pdn.png
(6 px per um) Pins as bars on the die edge.
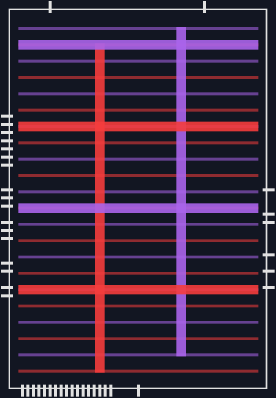
registers.png
(6 px per um) Other sequential cells in the stronger gray, the rest of the logic in the fainter gray.
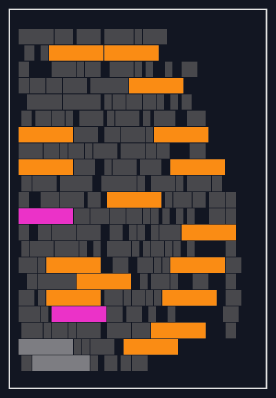
final_clocks.png
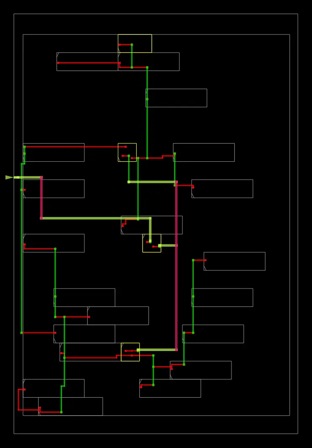
**config.mk**
```make
export PLATFORM = sky130hd
export DESIGN_NAME = phase_sequencer_flat
export DESIGN_NICKNAME = d
export VERILOG_FILES = /design/src/rtl/nic8_pkg.sv /design/src/rtl/phase_sequencer_if.sv /design/src/rtl/step_edge.sv /design/src/rtl/phase_sequencer.sv /design/src/flat_wrapper.sv
export SDC_FILE = /design/constraint.sdc
export NUM_CORES = 1
export LEC_CHECK = 0
export ABC_AREA = 1
export CORE_ASPECT_RATIO = 1.5
export CORE_UTILIZATION = 41
export DETAILED_ROUTE_END_ITERATION = 8
export GPL_ROUTABILITY_DRIVEN = 0
export PLACE_DENSITY = 0.86
export SETUP_SLACK_MARGIN = 0.15
export SYNTH_ARGS = -nofsm -noshare
export SYNTH_HDL_FRONTEND = slang
export SYNTH_SLANG_ARGS = --single-unit
```
**constraint.sdc**
```tcl
create_clock -name clk -period 1.4 [get_ports clk]
set_clock_uncertainty 0.05 [all_clocks]
set_input_delay 0.35 -clock clk [delete_from_list [all_inputs] [get_ports clk]]
set_output_delay 0.35 -clock clk [all_outputs]
set_load 0.01 [all_outputs]
```
**src/rtl/nic8_pkg.sv**
```systemverilog
// Shared nic8 definitions: instruction-cycle phase encoding and the
// default width of the retired-instruction counter.
package nic8_pkg;

  localparam int INSTR_COUNT_W = 16;

  typedef enum logic [1:0] {
    HALT  = 2'd0,
    FETCH = 2'd1,
    EXEC  = 2'd2
  } phase_t;

endpackage

```
**src/rtl/phase_sequencer_if.sv**
```systemverilog
// Front-panel / decoder bundle around phase_sequencer. The master modport is
// the sequencer; the slave modport is the panel+decoder side.
interface phase_sequencer_if
  import nic8_pkg::*;
#(
  parameter int COUNT_W = INSTR_COUNT_W
);
  logic               runReq;
  logic               stepReq;
  logic [7:0]         pc;
  logic [7:0]         breakAddr;
  logic               breakEnable;
  logic               irLoadBar;
  logic               execEnable;
  logic               halted;
  logic               breakHit;
  logic [COUNT_W-1:0] instrCount;
  phase_t             phase;      // debug view of the sequencer state

  modport master (
    input  runReq, stepReq, pc, breakAddr, breakEnable,
    output irLoadBar, execEnable, halted, breakHit, instrCount, phase
  );

  modport slave (
    output runReq, stepReq, pc, breakAddr, breakEnable,
    input  irLoadBar, execEnable, halted, breakHit, instrCount, phase
  );
endinterface

```
**src/rtl/step_edge.sv**
```systemverilog
// Rising-edge detector for a synchronous front-panel button level.
// The history register resets high so a button held through reset is not an edge.
module step_edge (
  input  logic clk,
  input  logic resetBar,
  input  logic level,
  output logic rise
);
  logic prevLevel;

  always_ff @(posedge clk or negedge resetBar) begin
    if (!resetBar) prevLevel <= 1'b1;
    else           prevLevel <= level;
  end

  assign rise = level & ~prevLevel;
endmodule

```
**src/rtl/phase_sequencer.sv**
```systemverilog
// nic8 two-phase (FETCH/EXEC) sequencer with run, halt and single-step control.
// Optional PC breakpoint is built when PHASE_SEQ_BREAKPOINT_EN is defined.
module phase_sequencer
  import nic8_pkg::*;
#(
  parameter int COUNT_W = INSTR_COUNT_W
) (
  input  logic               clk,
  input  logic               resetBar,
  phase_sequencer_if.master  bus
);
  phase_t             state, nextState;
  logic               stepMode, nextStepMode;
  logic               stepEdge;
  logic               breakMatch;
  logic               breakHitQ;
  logic [COUNT_W-1:0] countQ;

  step_edge uStepEdge (
    .clk      (clk),
    .resetBar (resetBar),
    .level    (bus.stepReq),
    .rise     (stepEdge)
  );

`ifdef PHASE_SEQ_BREAKPOINT_EN
  assign breakMatch = bus.breakEnable & (bus.pc == bus.breakAddr);

  // Set only on a run-mode EXEC that halts because of the match; a step
  // request or a dropped run level in HALT acknowledges it.
  always_ff @(posedge clk or negedge resetBar) begin
    if (!resetBar) begin
      breakHitQ <= 1'b0;
    end else if (state == HALT && (stepEdge || !bus.runReq)) begin
      breakHitQ <= 1'b0;
    end else if (state == EXEC && !stepMode && bus.runReq && breakMatch) begin
      breakHitQ <= 1'b1;
    end
  end
`else
  logic unusedBreakInputs;
  assign unusedBreakInputs = ^{bus.pc, bus.breakAddr, bus.breakEnable};
  assign breakMatch        = 1'b0;
  assign breakHitQ         = 1'b0;
`endif

  always_ff @(posedge clk or negedge resetBar) begin
    if (!resetBar) begin
      state    <= HALT;
      stepMode <= 1'b0;
    end else begin
      state    <= nextState;
      stepMode <= nextStepMode;
    end
  end

  always_comb begin
    nextState    = state;
    nextStepMode = stepMode;
    case (state)
      HALT: begin
        // Step wins over run when both arrive together.
        if (stepEdge) begin
          nextState    = FETCH;
          nextStepMode = 1'b1;
        end else if (bus.runReq && !breakHitQ) begin
          nextState    = FETCH;
          nextStepMode = 1'b0;
        end
      end
      FETCH: nextState = EXEC;
      EXEC: begin
        if (stepMode)         nextState = HALT;
        else if (!bus.runReq) nextState = HALT;
        else if (breakMatch)  nextState = HALT;
        else                  nextState = FETCH;
      end
      default: nextState = HALT;
    endcase
  end

  always_ff @(posedge clk or negedge resetBar) begin
    if (!resetBar)          countQ <= '0;
    else if (state == EXEC) countQ <= countQ + COUNT_W'(1);
  end

  assign bus.irLoadBar  = (state != FETCH);
  assign bus.execEnable = (state == EXEC);
  assign bus.halted     = (state == HALT);
  assign bus.breakHit   = breakHitQ;
  assign bus.instrCount = countQ;
  assign bus.phase      = state;
endmodule

```
**src/flat_wrapper.sv**
```systemverilog
// flat-port wrapper written by rule: the top's interface ports become plain ports
module phase_sequencer_flat import nic8_pkg::*;
#(
  parameter int COUNT_W = INSTR_COUNT_W
)
  (clk, resetBar, bus_runReq, bus_stepReq, bus_pc, bus_breakAddr, bus_breakEnable, bus_irLoadBar, bus_execEnable, bus_halted, bus_breakHit, bus_instrCount, bus_phase);
  phase_sequencer_if #(.COUNT_W(COUNT_W)) bus_i ();
  input  logic clk;
  input  logic resetBar;
  input wire logic [$bits(bus_i.runReq)-1:0] bus_runReq;
  input wire logic [$bits(bus_i.stepReq)-1:0] bus_stepReq;
  input wire logic [$bits(bus_i.pc)-1:0] bus_pc;
  input wire logic [$bits(bus_i.breakAddr)-1:0] bus_breakAddr;
  input wire logic [$bits(bus_i.breakEnable)-1:0] bus_breakEnable;
  output wire logic [$bits(bus_i.irLoadBar)-1:0] bus_irLoadBar;
  output wire logic [$bits(bus_i.execEnable)-1:0] bus_execEnable;
  output wire logic [$bits(bus_i.halted)-1:0] bus_halted;
  output wire logic [$bits(bus_i.breakHit)-1:0] bus_breakHit;
  output wire logic [$bits(bus_i.instrCount)-1:0] bus_instrCount;
  output wire logic [$bits(bus_i.phase)-1:0] bus_phase;
  assign bus_i.runReq = bus_runReq;
  assign bus_i.stepReq = bus_stepReq;
  assign bus_i.pc = bus_pc;
  assign bus_i.breakAddr = bus_breakAddr;
  assign bus_i.breakEnable = bus_breakEnable;
  assign bus_irLoadBar = bus_i.irLoadBar;
  assign bus_execEnable = bus_i.execEnable;
  assign bus_halted = bus_i.halted;
  assign bus_breakHit = bus_i.breakHit;
  assign bus_instrCount = bus_i.instrCount;
  assign bus_phase = bus_i.phase;
  phase_sequencer #(.COUNT_W(COUNT_W)) u_core (.clk(clk), .resetBar(resetBar), .bus(bus_i));
endmodule
```
==> run notes <==
run results: count of tool warnings 46, post-synthesis net count 139, Detailed Place HPWL 1.81 mm, Post-layout nets 198, Root Buffer clkbuf_4, row count 21, number of maximum-capacitance violations 0, number of iterations in the first detailed-routing pass 4, M1 WL 1.06 mm, max-slew violation count 0, cell area power density 1450 mW/mm^2, CP Data Required Time 1000 ps, share of cells above drive strength 1 51.4%, leakage power 0.896 nW, simple-gate area share of the yosys netlist 30.2%, Fillers 157, least setup slack across all paths after layout -139 ps, setup slack on the worst flop-to-flop path -80 ps, clock latency on the worst-skew pair 320 ps, number of global-route vias before repair 1,091, synthesized-area fraction occupied by ao, oa, aoi and oai cells 1.73%, total of hold buffers inserted after clock tree synthesis 0, routed length per instance 15.5 um, global routing usage on met3 3.18%, Post-Route Utilization 71.3%, status complete, but fails checks, Max Buffers Root-to-Sink 2, CTS HTree Levels 1, worst r2r src u_core.bus.phase[0], overall via count from detail_route 1,009, Post-Syn Area 0.00101 mm^2, total gr overflow 0, violations in the final reports setup timing, number of antenna violations at the first check in global routing 0, most crowded layer after global routing met2, CP startpoint kind flop, critical path, cell by cell buf_6 -> nor2_4 -> inv_1 -> buf_2, Dominant combinational family simple AND/OR/NAND/NOR gates, cell with the largest stage delay on the worst path dfrtp_1, min cycle time layout 1540 ps, detailed-route wire length 3.06 mm, number of antenna repair diodes 0, Worst Reg-to-Reg Cells 9, Buf+Inv Stages, Crit Path 3, stages on the worst setup path 4, capturing element of the worst setup path bus_irLoadBar, Max-area cell class combinational gates, count of boundary I/O pins 43, TritonCTS sink count 20, final tally of hold violations 0, Layout non-clock buf frac 26.6%, starting DRC count in detailed routing 26, Adder Area Share 1.23%, CP Max Fanout 3, category of the critical setup timing path flop to output port, top logic cell by instance count in the layout nand2_1, Top cell area share 46.9%, detailed-route DRC error count 0, Seq/Total Area, Yosys 49.4%, clock slew at the register clock pins of the worst setup and hold paths 110 ps, yosys synthesis chip area 0.00101 mm^2, Worst path max stage delay 400 ps, number of well taps 23, XOR/XNOR Fraction of Synth Area 8.63%, setup violators final 10, layout inverter count without the clock tree 20, total chip power 2.37 mW, Die Size 0.00268 mm^2, hold_ws 216 ps, mux share of post-synthesis cell area 0%, clock buffer count from CTS 3, number of buffers inserted to repair setup after CTS 10, core area 0.00229 mm^2, Avg Inst Size Synth 8.67 um^2, largest net degree at the start of global routing 12
## Picture notes: pdn.png
legend:
  purple:
    net: VDD
  red:
    net: VSS
signal pins: 43
met4 straps: 2
met5 straps: 4
rows: 21
die x size: 42.6 um
IR drop worst, VDD: 1.24 mV

## Picture notes: registers.png
legend:
  magenta:
    name_in_the_netlist: `u_core.bus.phase`
    flops: 2
  orange:
    name_in_the_netlist: `u_core.bus.instrCount`
    flops: 16
not colored: 2
seq pwr: 0.770 mW
sequential fraction of total cell area: 30.8%

## Picture notes: final_clocks.png
clock buf count: 4
Flop Count: 20

## where the power goes
| group | internal [mW] | leakage, nW | switching (mW) | total (mW) |
|---|---|---|---|---|
| combinational | 0.617 | 0.609 | 0.628 | 1.24 |
| sequential | 0.688 | 0.265 | 0.0821 | 0.770 |
| clock | 0.159 | 0.0210 | 0.198 | 0.357 |
| total | 1.46 | 0.896 | 0.908 | 2.37 |
## registers in the layout, indices dropped and copies added (netlist names)
| name | cells |
|---|---|
| u_core.uStepEdge.prevLevel | 1 |
| u_core.bus.phase | 2 |
| u_core.bus.instrCount | 16 |
| u_core.stepMode | 1 |
## metrics by stage
step                      instance area [um^2]  setup WS (ps)
after floorplan                           1030            149
after global placement                    1430           -112
after detailed placement                  1430           -112
after CTS                                 1530           -101
after global routing                      1630           -180
final                                     1630           -139
Power and IR drop assume default switching activity.
